File: src/rtl/boot_load_pkg.sv
// boot_load_pkg: shared states and default parameters of the boot loader
package boot_load_pkg;
    typedef enum logic [2:0] {S_IDLE, S_COLLECT, S_WRITE, S_DONE, S_ERROR} state_e;
    localparam int unsigned AddrWidthDef   = 12;
    localparam logic [31:0] EndMarkerDef   = 32'h0000_0FFF;
    localparam logic [15:0] ByteTimeoutDef = 16'd65535;
    localparam int unsigned ByteCntWidth   = 2;
endpackage

File: src/rtl/boot_word_packer.sv
// boot_word_packer: packs four UART bytes little-endian into one 32-bit word
module boot_word_packer
    import boot_load_pkg::*;
(
    input  logic                    clk_i,
    input  logic                    rst_ni,
    input  logic                    clr_i,
    input  logic                    dv_i,
    input  logic [7:0]              byte_i,
    output logic [31:0]             word_o,
    output logic                    word_valid_o,
    output logic [ByteCntWidth-1:0] cnt_o
);
    logic [ByteCntWidth-1:0] r_cnt;
    logic [31:0]             r_buf;
    // bytes enter at the top and shift down, so the first byte ends in [7:0]
    assign word_o       = {byte_i, r_buf[31:8]};
    assign word_valid_o = dv_i && (&r_cnt);
    assign cnt_o        = r_cnt;
    always_ff @(posedge clk_i or negedge rst_ni) begin
        if (!rst_ni) begin
            r_cnt <= '0;
            r_buf <= '0;
        end else if (clr_i || word_valid_o) begin
            r_cnt <= '0;
            r_buf <= '0;
        end else if (dv_i) begin
            r_cnt <= r_cnt + 1'b1;
            r_buf <= word_o;
        end
    end
endmodule

File: src/rtl/boot_load_sequencer.sv
// boot_load_sequencer: loads a program from UART or SPI into ICCM until an end marker
module boot_load_sequencer
    import boot_load_pkg::*;
#(
    parameter int unsigned AddrWidth   = AddrWidthDef,
    parameter logic [31:0] EndMarker   = EndMarkerDef,
    parameter logic [15:0] ByteTimeout = ByteTimeoutDef
) (
    input  logic                 clk_i,
    input  logic                 rst_ni,
    input  logic                 sel_i,
    input  logic                 uart_dv_i,
    input  logic [7:0]           uart_byte_i,
    input  logic                 spi_valid_i,
    input  logic [31:0]          spi_word_i,
    output logic                 mem_we_o,
    input  logic                 mem_gnt_i,
    output logic [AddrWidth-1:0] mem_addr_o,
    output logic [31:0]          mem_wdata_o,
    output logic                 load_busy_o,
    output logic                 load_done_o,
    output logic                 load_err_o,
    output logic [AddrWidth:0]   word_count_o
);
    state_e                  r_state, w_next, w_cpl_next;
    logic                    r_sel;
    logic [AddrWidth-1:0]    r_addr;
    logic [AddrWidth:0]      r_count;
    logic [31:0]             r_wdata;
    logic [15:0]             r_to;
    logic                    w_sel, w_ustb, w_sstb, w_stb, w_accept, w_cpl, w_full, w_timeout;
    logic [31:0]             w_word, w_pk_word;
    logic                    w_pk_valid;
    logic [ByteCntWidth-1:0] w_pk_cnt;

    // in IDLE the live select decides which strobe starts the load
    assign w_sel      = (r_state == S_IDLE) ? sel_i : r_sel;
    assign w_ustb     = w_sel && uart_dv_i;
    assign w_sstb     = !w_sel && spi_valid_i;
    assign w_stb      = w_ustb || w_sstb;
    assign w_accept   = (r_state == S_IDLE) || (r_state == S_COLLECT);
    assign w_cpl      = w_accept && (w_sel ? w_pk_valid : w_sstb);
    assign w_word     = w_sel ? w_pk_word : spi_word_i;
    assign w_full     = r_count == {1'b1, {AddrWidth{1'b0}}};
    assign w_timeout  = (r_state == S_COLLECT) && (w_pk_cnt != '0) && (r_to == ByteTimeout);
    assign w_cpl_next = (w_word == EndMarker) ? S_DONE : (w_full ? S_ERROR : S_WRITE);

    boot_word_packer u_packer (
        .clk_i       (clk_i),
        .rst_ni      (rst_ni),
        .clr_i       ((r_state == S_DONE) || (r_state == S_ERROR)),
        .dv_i        (w_accept && w_ustb),
        .byte_i      (uart_byte_i),
        .word_o      (w_pk_word),
        .word_valid_o(w_pk_valid),
        .cnt_o       (w_pk_cnt)
    );

    always_comb begin
        w_next = r_state;
        case (r_state)
            S_IDLE, S_COLLECT: w_next = w_cpl ? w_cpl_next : (w_stb ? S_COLLECT : (w_timeout ? S_ERROR : r_state));
            S_WRITE:           w_next = w_stb ? S_ERROR : (mem_gnt_i ? S_COLLECT : S_WRITE);
            default:           w_next = r_state;
        endcase
    end

    always_ff @(posedge clk_i or negedge rst_ni) begin
        if (!rst_ni) begin
            r_state <= S_IDLE;
            r_sel   <= 1'b0;
            r_addr  <= '0;
            r_count <= '0;
            r_wdata <= '0;
            r_to    <= '0;
        end else begin
            r_state <= w_next;
            if (r_state == S_IDLE && w_stb) r_sel <= sel_i;
            if (w_accept && w_next == S_WRITE) r_wdata <= w_word;
            // the address saturates so a full memory never wraps back to 0
            if (r_state == S_WRITE && w_next == S_COLLECT) begin
                r_count <= r_count + 1'b1;
                r_addr  <= r_addr + AddrWidth'(!(&r_addr));
            end
            r_to <= (w_ustb || r_state != S_COLLECT || w_pk_cnt == '0) ? 16'd0 : r_to + 16'd1;
        end
    end

    assign mem_we_o     = r_state == S_WRITE;
    assign mem_addr_o   = r_addr;
    assign mem_wdata_o  = r_wdata;
    assign load_busy_o  = (r_state == S_COLLECT) || (r_state == S_WRITE);
    assign load_done_o  = r_state == S_DONE;
    assign load_err_o   = r_state == S_ERROR;
    assign word_count_o = r_count;
endmodule

File: config.mk
export PLATFORM = sky130hd
export DESIGN_NAME = boot_load_sequencer
export DESIGN_NICKNAME = d
export VERILOG_FILES = /design/src/rtl/boot_load_pkg.sv /design/src/rtl/boot_word_packer.sv /design/src/rtl/boot_load_sequencer.sv
export SDC_FILE = /design/constraint.sdc
export NUM_CORES = 1
export LEC_CHECK = 0
export ABC_AREA = 0
export CAP_MARGIN = 25
export CORE_MARGIN = 2
export CORE_UTILIZATION = 29
export CTS_CLUSTER_DIAMETER = 30
export DETAILED_ROUTE_END_ITERATION = 16
export REMOVE_ABC_BUFFERS = 1
export SLEW_MARGIN = 20
export SYNTH_ARGS = -nofsm -noshare
export SYNTH_HDL_FRONTEND = slang
export SYNTH_SLANG_ARGS = --single-unit
File: constraint.sdc
create_clock -name clk_i -period 2.9 [get_ports clk_i]
set_input_delay 0.58 -clock clk_i [delete_from_list [all_inputs] [get_ports clk_i]]
set_output_delay 0.58 -clock clk_i [all_outputs]
set_load 0.03 [all_outputs]
==> qor.txt <==
Port buffer count = 106
Slowest cell on the critical path = or4b_1
Mi-comb count = 331
R2r setup slk = 0.25 ns
Final Cycle Share = 0.969
Largest register FFs = 32
YS chip area = 5200 um^2
CTS tree = done
Synth Seq Share = 0.495
CTS H-tree lvls = 3
Die width = 138 um
Final Hold Viols = 0
Post-DP HPWL = 9410 um
Gpl congestion = 0.801
Layout cells sized above 1 = 0.194
Tapcell Cnt = 225
Reg2reg end = mem_wdata_o[5]
Met3 Use GR = 0.0260
Syn avg cell area = 11.2 um^2
Final WS setup = 0.0906 ns
Clk pin slew, worst setup/hold paths = 0.07 ns
Logic power comb = 2.32 mW
Worst vdd ir = 0.000462 V
Pre-CTS WS = -0.381 ns
Met2 routed WL = 5790 um
Placed Instances = 791
Critical path startpoint = spi_word_i[12]
DR WL met3 = 592 um
Worst Setup End Kind = flip-flop
NonClk Buf Share = 0.177
# nets final = 630
Critical path's largest stage delay = 0.55 ns
Logic area = 2490 um^2
ClkCell Share = 0.0468
Lkg Pwr = 2.93 nW
Status = complete, no violations
Clk ins delay skew pair = 0.36 ns
Site Rows = 48
Yosys warns = 0
Buffer count excluding the clock tree in the final layout = 123
Hold_buf cts = 0
Clk root buf = clkbuf_16
Met1 usage = 0.208
Post-CTS Setup Inserts = 0
Io pins = 107
Worst EP arrival = 3.05 ns
Yosys cell count = 466
Clock skew = 0.00969 ns
Ant. Diodes = 0
Die Y = 138 um
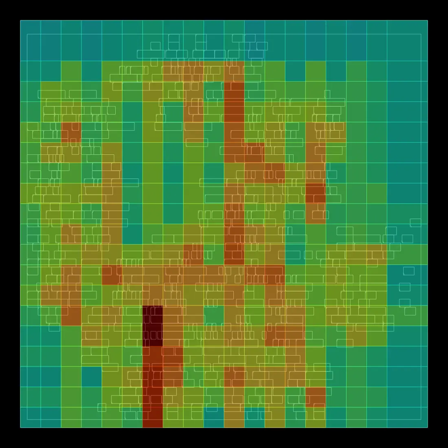
*Congestion heat map*
busiest grt layer: met2
GRT Util Overall: 0.145
Finished Core Util: 0.398

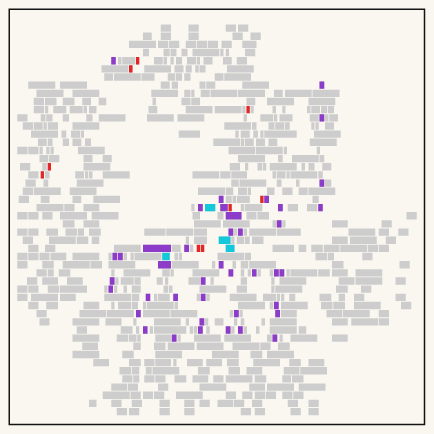
*Gate-type map*
(3 px per um)
[non-inverting ao/oa cells] cyan | cells: 4 | where: middle
[aoi and oai cells] purple | cells: 41
[inv cells] red | cells: 9

Power and IR drop assume default switching activity.
